**Run 1: clock wiring as the flow saved it**

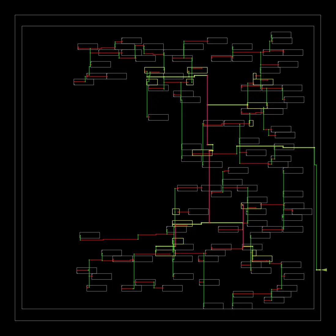
**Run 1: cells coloured by class**

The bar under the picture is 50 um long.
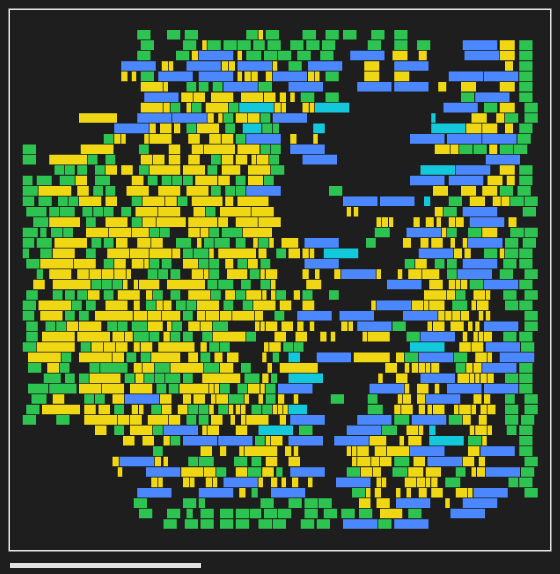
**Run 1: met1 routing**

Supply wires on this layer in grey.
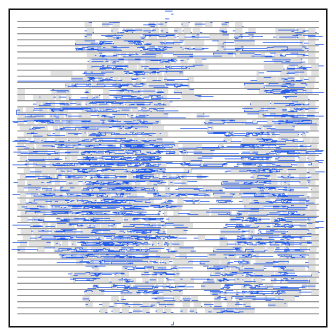
$ cat config.mk
export PLATFORM = sky130hd
export DESIGN_NAME = ecc_read_scrubber
export DESIGN_NICKNAME = d
export VERILOG_FILES = /design/src/rtl/ecc_read_scrubber.sv
export SDC_FILE = /design/constraint.sdc
export NUM_CORES = 1
export LEC_CHECK = 0
export ABC_CLOCK_PERIOD_IN_PS = 3680
export CORE_MARGIN = 3
export CORE_UTILIZATION = 35
export DETAILED_ROUTE_END_ITERATION = 6
export MAX_ROUTING_LAYER = met4
export PLACE_DENSITY = 0.7
export SYNTH_ARGS = -nofsm -noshare
export SYNTH_HDL_FRONTEND = slang
export SYNTH_SLANG_ARGS = --single-unit
$ cat constraint.sdc
create_clock -name clk -period 3.68 [get_ports clk]
set_input_delay 0.736 -clock clk [delete_from_list [all_inputs] [get_ports clk]]
set_output_delay 0.736 -clock clk [all_outputs]
set_load 0.005 [all_outputs]
$ cat src/rtl/ecc_read_scrubber.sv
`default_nettype none
// ============================================================================
// Module   : ecc_read_scrubber
// Brief    : SECDED (39,32) memory read path with optional single-bit scrub
//            write-back, error flags, saturating error counters.
// Revision : 1.0 - initial release
// ============================================================================
module ecc_read_scrubber #(
    parameter int ADDR_W   = 10,
    parameter bit SCRUB_EN = 1'b1
) (
    input  logic              clk,
    input  logic              rst_n,
    input  logic              req_valid,
    input  logic [ADDR_W-1:0] req_addr,
    output logic              req_ready,
    output logic              mem_rd_en,
    output logic              mem_wr_en,
    output logic [ADDR_W-1:0] mem_addr,
    output logic [38:0]       mem_wdata,
    input  logic [38:0]       mem_rdata,
    output logic              rsp_valid,
    input  logic              rsp_ready,
    output logic [31:0]       rsp_data,
    output logic              rsp_serr,
    output logic              rsp_derr,
    output logic [15:0]       serr_cnt,
    output logic [15:0]       derr_cnt,
    output logic [ADDR_W-1:0] last_err_addr,
    input  logic              clr_cnt
);

    typedef enum logic [2:0] {
        IDLE  = 3'd0,
        READ  = 3'd1,
        CHECK = 3'd2,
        WB    = 3'd3,
        RESP  = 3'd4
    } state_t;

    state_t            r_state;
    state_t            w_state_nxt;
    logic [ADDR_W-1:0] r_addr;
    logic [ADDR_W-1:0] r_last_err_addr;
    logic [31:0]       r_data;
    logic              r_serr;
    logic              r_derr;
    logic [38:0]       r_wdata;
    logic [15:0]       r_serr_cnt;
    logic [15:0]       r_derr_cnt;

    logic [5:0]        w_syn;
    logic              w_par;
    logic [31:0]       w_cor_data;
    logic              w_serr;
    logic              w_derr;
    logic [38:0]       w_wdata;

    // Hamming position of data bit idx: the idx-th non-power-of-two in 3..38.
    function automatic logic [5:0] data_pos(input int idx);
        int         cnt;
        logic [5:0] pos;
        cnt = 0;
        pos = 6'd0;
        for (int p = 3; p <= 38; p++) begin
            if ((p & (p - 1)) != 0) begin
                if (cnt == idx) pos = 6'(p);
                cnt++;
            end
        end
        return pos;
    endfunction

    function automatic logic [5:0] calc_check(input logic [31:0] d);
        logic [5:0] c;
        logic [5:0] pos;
        c = '0;
        for (int i = 0; i < 32; i++) begin
            pos = data_pos(i);
            for (int k = 0; k < 6; k++) begin
                if (pos[k]) c[k] = c[k] ^ d[i];
            end
        end
        return c;
    endfunction

    function automatic logic [38:0] encode(input logic [31:0] d);
        logic [37:0] w;
        w = {calc_check(d), d};
        return {^w, w};
    endfunction

    assign w_syn   = calc_check(mem_rdata[31:0]) ^ mem_rdata[37:32];
    assign w_par   = ^mem_rdata;
    assign w_wdata = encode(w_cor_data);

    // Odd parity means one flipped bit; syndrome 0 or a check position leaves data alone.
    always_comb begin
        w_cor_data = mem_rdata[31:0];
        w_serr     = 1'b0;
        w_derr     = 1'b0;
        if (w_par) begin
            if (w_syn > 6'd38) begin
                w_derr = 1'b1;
            end else begin
                w_serr = 1'b1;
                for (int i = 0; i < 32; i++) begin
                    if (data_pos(i) == w_syn) w_cor_data[i] = ~mem_rdata[i];
                end
            end
        end else if (w_syn != 6'd0) begin
            w_derr = 1'b1;
        end
    end

    always_ff @(posedge clk or negedge rst_n) begin
        if (!rst_n) r_state <= IDLE;
        else        r_state <= w_state_nxt;
    end

    always_comb begin
        w_state_nxt = r_state;
        case (r_state)
            IDLE:    if (req_valid) w_state_nxt = READ;
            READ:    w_state_nxt = CHECK;
            CHECK:   w_state_nxt = (w_serr && SCRUB_EN) ? WB : RESP;
            WB:      w_state_nxt = RESP;
            RESP:    if (rsp_ready) w_state_nxt = IDLE;
            default: w_state_nxt = IDLE;
        endcase
    end

    always_ff @(posedge clk or negedge rst_n) begin
        if (!rst_n) begin
            r_addr          <= '0;
            r_last_err_addr <= '0;
            r_data          <= '0;
            r_serr          <= 1'b0;
            r_derr          <= 1'b0;
            r_wdata         <= '0;
            r_serr_cnt      <= '0;
            r_derr_cnt      <= '0;
        end else begin
            if (r_state == IDLE && req_valid) r_addr <= req_addr;
            if (r_state == CHECK) begin
                r_data  <= w_cor_data;
                r_serr  <= w_serr;
                r_derr  <= w_derr;
                r_wdata <= w_wdata;
                if (w_serr || w_derr) r_last_err_addr <= r_addr;
            end
            // Clear wins over an increment landing in the same cycle.
            if (clr_cnt) begin
                r_serr_cnt <= '0;
                r_derr_cnt <= '0;
            end else if (r_state == CHECK) begin
                if (w_serr && r_serr_cnt != 16'hFFFF) r_serr_cnt <= r_serr_cnt + 16'd1;
                if (w_derr && r_derr_cnt != 16'hFFFF) r_derr_cnt <= r_derr_cnt + 16'd1;
            end
        end
    end

    assign req_ready     = (r_state == IDLE) && rst_n;
    assign mem_rd_en     = (r_state == READ);
    assign mem_wr_en     = (r_state == WB);
    assign mem_addr      = (r_state == READ || r_state == WB) ? r_addr : '0;
    assign mem_wdata     = r_wdata;
    assign rsp_valid     = (r_state == RESP);
    assign rsp_data      = r_data;
    assign rsp_serr      = r_serr;
    assign rsp_derr      = r_derr;
    assign serr_cnt      = r_serr_cnt;
    assign derr_cnt      = r_derr_cnt;
    assign last_err_addr = r_last_err_addr;

endmodule
`default_nettype wire
==> run notes, run 1 <==
The following summarizes the physical implementation.

Global route
Entering global routing, the biggest net connects 79 pins. The met1 usage is 0.2658. The remaining global-route overflow is 0.

The met3 routing resource usage after global routing is 0.02544. The via count of the first global-routing pass came to 5630. For this run, the total global-route usage over all layers was measured as 0.2053. The initial antenna violation count is 0.

Pwr
Of the total power, the share spent switching nets is 0.3684. The worst vdd rail ir drop is 0.0003690 V. The sequential-cell power consumption is 1.69 mW. Summed over all cells, the static leakage comes to 4.705 nW. Dividing total power by cell area gives a power density of 782.1 nW/um2. The internal power consumption is 5.287 mW. The largest power group is combinational cells. The power report attributes to the sequential group a share of 0.202.

The clock share of power is 0.108. The power in combinational cells is 5.77 mW.

Synth
The gate count of the mapped netlist is 646. In the synthesized netlist, the cells that appear most often are sky130_fd_sc_hd__xnor2_1, sky130_fd_sc_hd__dfrtp_1, sky130_fd_sc_hd__nand2_1. Yosys attributes the largest share of cell area to sky130_fd_sc_hd__dfrtp_1, sky130_fd_sc_hd__xnor2_1, sky130_fd_sc_hd__xnor3_1.

The post-synthesis share of cell area spent on and, or, nand and nor gates is 0.1671. The biggest area consumer among synthesized cells is sky130_fd_sc_hd__dfrtp_1. The post-synthesis cell type count is 51. The share of synthesized area occupied by flip-flops and latches is 0.3760. The dominant non-sequential cell family after synthesis is XOR/XNOR gates. Of the post-synthesis cell area, the part taken by muxes is 0.04837. When the netlist entered floorplanning its net count stood at 702.

Among all cell types in the netlist, the one instantiated most often is sky130_fd_sc_hd__xnor2_1. Yosys printed 0 warnings. The fraction of registers with async set or reset after synthesis is 1.000. Synthesis inferred 96 register bits.

The synthesized-area fraction occupied by xor and xnor cells is 0.2897. The adder-cell area share of the yosys netlist is 0.003917.

Layout
Relative to the synthesized area, the layout overhead comes to 67.55%. The fraction of final layout cells sized beyond drive strength 1 is 0.3710. The number of inserted diodes is 0.

Clock tree
TritonCTS built the clock tree. The clock net in this run drives a total of 96 sinks. The master cell of the clock root buffer is sky130_fd_sc_hd__clkbuf_16.

Buffers inserted during clock tree synthesis total 9. For reference, the clock transition at the flip-flops on the worst setup and hold paths is 0.07 ns. The number of gates resized after CTS is 135.

Setup path
The capture point of the critical path is mem_wdata[38]. The number of cells on the critical path is 17. The critical path contains buffers and inverters numbering 5 combined. The category of the worst setup path launch point is an input pin.

The timing report shows the most common cell along the critical path to be sky130_fd_sc_hd__buf_6. The worst-case reg-to-reg setup slack stands at 1.07 ns. The timing startpoint of the critical path is mem_rdata[17].

The launch instance of the worst register-to-register path is r_state[1]. The cell sequence reported for the critical path is buf_8 -> buf_6 -> xnor3_2 -> xnor2_2 -> xnor3_2 -> buf_6 -> buf_6 -> mux2_4 -> buf_6 -> nor3_4 -> o21bai_1 -> xor2_1 -> xnor3_1 -> xnor2_2 -> xnor3_1 -> xnor2_1 -> o21ai_1. The longest incremental delay of any stage on the critical path is reported as 0.50 ns. The startpoint-to-endpoint class of the critical path is input pin to flip-flop.

Placement
The instance count after placement with tap cells included is 1141. During placement, the flow inserted port buffers numbering 182. The post-detailed-placement half-perimeter wirelength is 15300 um.

Final timing
The transition time recorded at the tightest slew-check pin is 0.7082 ns. Setup repair after global routing could not meet its margin everywhere. The final count of negative-setup-slack endpoints is 35. Static timing analysis puts the maximum clock frequency at 0.2327 GHz. The critical path in the final layout is reported with a setup slack of -0.6176 ns.

Route
The top routing layer in use is met4. The detailed-route wire length is 20020 um. The wire length on met1 is 8571 um. The count of TritonRoute iterations in the first routing pass is 4. The script logs the mean routed wire length per placed instance as 16.60 um. The amount of wire on met3 after detailed routing is 924 um. The number of nets still failing antenna checks after routing is 0.

Per the detail_route report, vias per standard cell equal 4.726. For this block, the via count after detailed routing is 5699.

Status
The checks that failed: setup timing. The run finished, with violations left.

Floorplan
The die boundary width is 141.1 um.

Worst hold path
STA reports the tightest min-delay check as being of type input pin to asynchronous set/reset pin.
-- 'clock wiring as the flow saved it' (at the start) --
setup clock skew after layout: 0.005628 ns
count of flip-flops and latches: 96
clock latency reported for the late side of the worst-skew pair: 0.35 ns
power in the clock group: 905 uW
clock buffer instance count of the final layout: 12

-- 'cells coloured by class' (at the start) --
- remaining buffers and delay cells: green (cells 376; share of their area 32%)
- combinational and other logic: yellow (cells 493; share of their area 42%)
- clock drivers and dummy loads: cyan (cells 16; share of their area 2.7%)
- sequential cells: blue (cells 96; share of their area 23%)

-- 'met1 routing' (at the start) --
- nets with wire on the layer: 914
- main direction: horizontal
- longest straight run: 51.1 um
- share of all routed wire: 43%
- wire length on this layer: 8570 um

==> run 1: per-stage QoR <==
| stage | utilization | TNS [ns] | hold slack (ns) | setup WS [ns] | cell area (um2) |
|---|---|---|---|---|---|
| 3_5_place_dp | 0.5360 | -48.74 | 0.4712 | -1.247 | 9433 |
| 4_1_cts | 0.5822 | -5.233 | 0.4889 | -0.4878 | 10240 |
| 6_report | 0.6083 | -6.713 | 0.4851 | -0.6176 | 10700 |
| 5_1_grt | 0.6083 | -11.26 | 0.5232 | -0.7383 | 10700 |
| 2_1_floorplan | - | -1.853 | 0.4404 | -0.4524 | 6583 |
| 3_3_place_gp | 0.5360 | -45.33 | 0.4645 | -1.224 | 9433 |
==> run 1: worst min path at each step <==
stage	startpoint	end	slack, ns	depth (start not counted)
final	rst_n	derr_cnt[11]	0.49	2
after global routing	mem_wdata[32]	mem_wdata[32]	0.52	2
after CTS	mem_wdata[32]	mem_wdata[32]	0.49	2
after detailed placement	rsp_serr	rsp_serr	0.47	2
after global placement	mem_wdata[32]	mem_wdata[32]	0.46	2
after floorplan	rst_n	derr_cnt[0]	0.44	0
==> run 1: area by class of cell <==
cell class                      count  area, um2
Clock buffer                       12      256.5
Timing Repair Buffer              376       3356
Inverter                            1      3.754
Clock inverter                      4      27.53
Tap cell                          225      281.5
Multi-Input combinational cell    492       4377
Sequential cell                    96       2402
Fill cell                        1479       6893
==> run 1: flip-flops by register name, indices dropped and copies added (netlist names) <==
signal and flops:
derr_cnt 16, r_state 3, rsp_serr 1, r_addr 10
last_err_addr 10, mem_wdata 22, rsp_derr 1, serr_cnt 16
rsp_data 17
==> run 1: kinds of logic after synthesis <==
group,count (synthesis)
compound gates,68
fa+ha+maj,2
mux,28
flops,96
xor+xnor,174
buf+inv,58
simple gates,220
==> inputs of run 2 (changes only) <==
--- a/config.mk
+++ b/config.mk
@@ -5,9 +5,9 @@
 export SDC_FILE = /design/constraint.sdc
 export NUM_CORES = 1
 export LEC_CHECK = 0
-export ABC_CLOCK_PERIOD_IN_PS = 3680
-export CORE_MARGIN = 3
+export ABC_CLOCK_PERIOD_IN_PS = 4200
 export CORE_UTILIZATION = 35
+export CTS_CLUSTER_DIAMETER = 50
 export DETAILED_ROUTE_END_ITERATION = 6
 export MAX_ROUTING_LAYER = met4
 export PLACE_DENSITY = 0.7
==> constraint.sdc (replaced) <==
create_clock -name clk -period 4.2 [get_ports clk]
set_input_delay 0.84 -clock clk [delete_from_list [all_inputs] [get_ports clk]]
set_output_delay 0.84 -clock clk [all_outputs]
set_load 0.005 [all_outputs]
==> run notes, run 2 <==
The following summarizes the physical implementation.

Final timing
The slack of the critical path is -0.1832 ns. The clock period minus worst slack is 4.383 ns. The hold violation count in the final report is 0. The highest clock frequency the design can meet is 0.2281 GHz. The final count of negative-setup-slack endpoints is 3. The aggregate negative setup slack is -0.2470 ns. The number of pins with negative max-slew slack in the final report is 0. The share of the clock period used by the worst path is 1.044. Looking at the max-slew report, the worst-margin pin has a slew of 1.225 ns. The relative slew slack is 0.1811. Across all hold checks on the routed design, the worst slack comes to 0.4383 ns. Setup repair after global routing could not meet its margin everywhere.

Synth
Yosys reports that the most numerous cell types are sky130_fd_sc_hd__xnor2_1, sky130_fd_sc_hd__dfrtp_1, sky130_fd_sc_hd__nand2_1. The post-synthesis cell type count is 51. The post-synth count of flops with an enable pin is 0. The most used flip-flop cell after synthesis is sky130_fd_sc_hd__dfrtp_1. The synthesized netlist occupies a cell area of 6389 um2. The count of state elements after synthesis is 96. The gate count of the mapped netlist is 646. The average size of a mapped cell is 9.890 um2. The share of synthesized area occupied by flip-flops and latches is 0.3760.

Yosys instantiated no cell more often than sky130_fd_sc_hd__xnor2_1. The area of the synthesized netlist per yosys stat is 6389 um2. The number of nets produced by synthesis is 702. Per the synthesis report, the dominant area consumer among library cells is sky130_fd_sc_hd__dfrtp_1. The synthesis report lists the most area-consuming cells as sky130_fd_sc_hd__dfrtp_1, sky130_fd_sc_hd__xnor2_1, sky130_fd_sc_hd__xnor3_1. The Yosys step of the flow raised 0 warnings.

The share of synthesized area in the top cell type comes to 0.3760. Of all flip-flops after synthesis, the portion carrying an async set or reset was 1.000. The number of cells in Yosys stat is 646.

Global route
The initial antenna violation count is 0. The global routing report lists combined usage of all routing layers as 0.2293. The first-pass GRT wire length is 30860 um.

The pin count of the biggest net entering global routing is 79. The remaining global-route overflow is 0. The met1 usage is 0.3041. The via count of the first global-routing pass is 5454. In the global route stage, met2 resource usage came out at 0.3499. The layer with the highest usage is met2. The met3 routing resource usage after global routing is 0.04185.

Setup path
The startpoint-to-endpoint class of the critical path is input pin to flip-flop. STA classifies the critical path startpoint as an input pin. The launch instance of the worst register-to-register path is derr_cnt[7]. The number of buffers and inverters on the critical path is 2. The cell at the slowest stage of the critical path is sky130_fd_sc_hd__xor3_2. The timing startpoint of the critical path is mem_rdata[33]. The critical path endpoint category is a flip-flop. STA lists the endpoint of the worst register-to-register path as derr_cnt[9]. Per the OpenROAD timing report, the critical path contains 15 cells. The longest incremental delay of any stage on the critical path is reported as 0.45 ns.

Per STA, the worst path is made up of buf_6 -> xor3_2 -> xnor3_1 -> xnor3_2 -> xor2_4 -> mux2_4 -> buf_6 -> nor4_4 -> xnor2_2 -> xnor2_1 -> xnor3_1 -> xor2_2 -> xnor3_1 -> xnor2_1 -> o21ai_1. The flop-to-flop setup slack is 1.57 ns. Grouping stages by cell kind, the critical path spends the most delay in XOR/XNOR gates. Counting stages on the worst path, the most repeated cell is sky130_fd_sc_hd__xnor3_1. According to the timing report, the critical path is captured at mem_wdata[38].

The largest fanout on the critical path is 5. Measured in cells, the most critical reg-to-reg path has a length of 10. For the worst setup path, the data required time is 4.41 ns.

The data arrival time of the critical path is 4.59 ns.

Floorplan
The initialized floorplan defines 49 standard-cell rows. The area of the core is 17900 um2. The die covers 18800 um2. The die is 137.1 um wide.

The die is 137.1 um tall. According to the I/O placement log, the pin count is 183. The floorplan step records an initial core utilization of 0.3569.

Route
The total via count in the routed design is 5661. Detailed-route iteration 0 reported a violation count of 339. The DRC violation total left in the routed layout is recorded as 0. The script logs the mean routed wire length per placed instance as 17.24 um.

The detailed router reports a met2 wire length of 9788 um. The first TritonRoute pass finished after 4 iterations. Summed over all layers, the routed wires come to 20810 um. The per-cell via count in the routed design is 4.690.

Signal nets in the final route climb as high as met4. Once detail routing completed, the nets flagged for antenna violations numbered 0. The post-route report lists met1 wire length as 9259 um. The amount of wire on met3 after detailed routing is 1287 um.

Layout
By instance count after routing, the leading logic cell type is sky130_fd_sc_hd__buf_4. In the layout the commonest cells are sky130_fd_sc_hd__buf_4, sky130_fd_sc_hd__clkdlybuf4s50_1, sky130_fd_sc_hd__dfrtp_1. Per the final layout report, the fraction of cells sized above drive strength 1 comes to 0.3681. The area overhead of the layout relative to synthesis is 67.31%. After filler insertion, the fill cell instance count of the layout stands at 1558. The final non-filler cell total is 1207. The count of nets after finishing is 1029. The area occupied by multi-input gates is 4367 um2. The number of flip-flops under the largest register name is 22. The number of inserted diodes is 0. The area taken by sequential standard cells is reported as 2402 um2.

Placement
The number of placed instances, taps included, is 1153. The final estimated routing congestion in global placement is 0.9453. The wire-length estimate of the detail-placed layout is 15490 um.

The number of I/O port buffers is 182.

Flow run
The max-capacitance violation count is 0. The OpenROAD warning count is 29.

Clock tree
The number of buffers between clock root and the deepest sink is 2. The master cell of the clock root buffer is sky130_fd_sc_hd__clkbuf_16. The H-tree was split into 3 levels.

The register clock-pin slew on the reported worst setup and hold paths is 0.08 ns. The number of hold buffers added after cts is 0. The CTS tree is built. The number of buffers inserted during clock tree synthesis is 9. Clock latency on the worst-skew pair, taken at its later pin, is 0.35 ns. The clock net sink count is 96.

Pwr
Summed over all cells, the static leakage comes to 4.768 nW. The worst VDD IR drop from the latest analysis is 0.0004004 V. The total power per unit cell area is 707.8 nW/um2.

Status
The final reports fail on setup timing. The run finished, with violations left.

Worst hold path
The path class of the tightest hold or removal check is input pin to asynchronous set/reset pin.
-- run 2: final cells by class --
class | instances | share of cell area
clock buffers | 11 | 0.02365
clock inverters | 5 | 0.006321
inverters | 1 | 0.0003512
multi-input cells | 492 | 0.4085
flip-flops and latches | 96 | 0.2247
well taps | 229 | 0.02681
repair buffers | 373 | 0.3096
-- run 2: repair_timing --
| item | 4_1_cts | 5_1_grt |
|---|---|---|
| pin swaps | 43 | 42 |
| cloned | 1 | 0 |
| setup buffers | 21 | 18 |
| endpoints found under the setup margin | 23 | 23 |
| gates resized | 100 | 98 |
-- run 2: power breakdown --
group          switching [mW]  internal, mW
logic                    2.21          2.98
registers               0.233          1.24
clock network           0.391         0.506
total                    2.83          4.73
-- run 2: cells by family (layout without fill, tap and decap cells) --
family / Yosys count / in the layout / share of synthesized area
DFF: 96 / 96 / 0.3760
muxes: 28 / 28 / 0.04838
and+or+nand+nor: 220 / 220 / 0.1671
xor gates and xnor gates: 174 / 174 / 0.2897
adders and majority gates: 2 / 2 / 0.003916
buffers and inverters: 58 / 390 / 0.05503
AOI/OAI and AO/OA: 68 / 68 / 0.05993
-- run 2: stage by stage --
stage / power, mW / setup slack [ns] / cell area [um2] / util
final: 7.566 / -0.1832 / 10690 / 0.5971
after global placement: 5.711 / -0.8407 / 9487 / 0.5299
after CTS: 7.185 / -0.2539 / 10260 / 0.5730
after global routing: 8.015 / -0.3034 / 10690 / 0.5971
after detailed placement: 5.757 / -0.8401 / 9487 / 0.5299
after floorplan: 3.698 / -0.03683 / 6559 / -
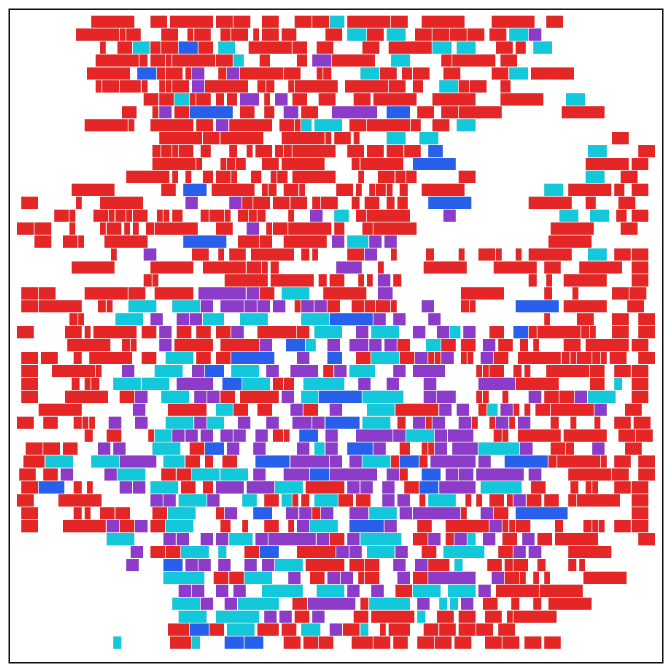
**Above:** run 2 (sizing map).
- _2 cells: cyan (cells 114; most used xnor2_2)
- _6 and larger: blue (cells 37; most used buf_6)
- _3 and _4 cells: purple (cells 209; most used buf_4)
- _0 and _1 cells: red (cells 618; most used clkdlybuf4s50_1)

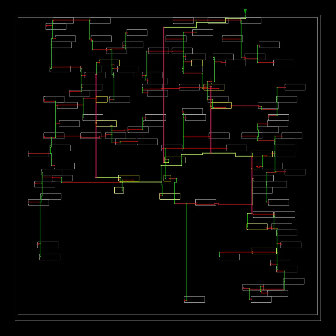
**Above:** run 2 (clock wiring as the flow saved it).
clock buffer instance count of the final layout: 11
setup clock skew after layout: 0.01401 ns

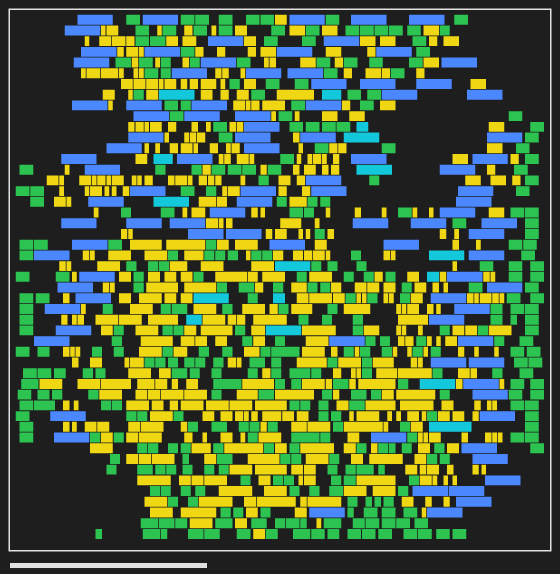
**Above:** run 2 (cells coloured by class).
The bar under the picture is 50 um long.
- combinational and other logic: yellow (cells 493; share of their area 42%)
- remaining buffers and delay cells: green (cells 373; share of their area 32%)
- clock drivers and dummy loads: cyan (cells 16; share of their area 3.1%)
- sequential cells: blue (cells 96; share of their area 23%)

Power figures rest on the tool's default switching activity, not on a simulated workload.
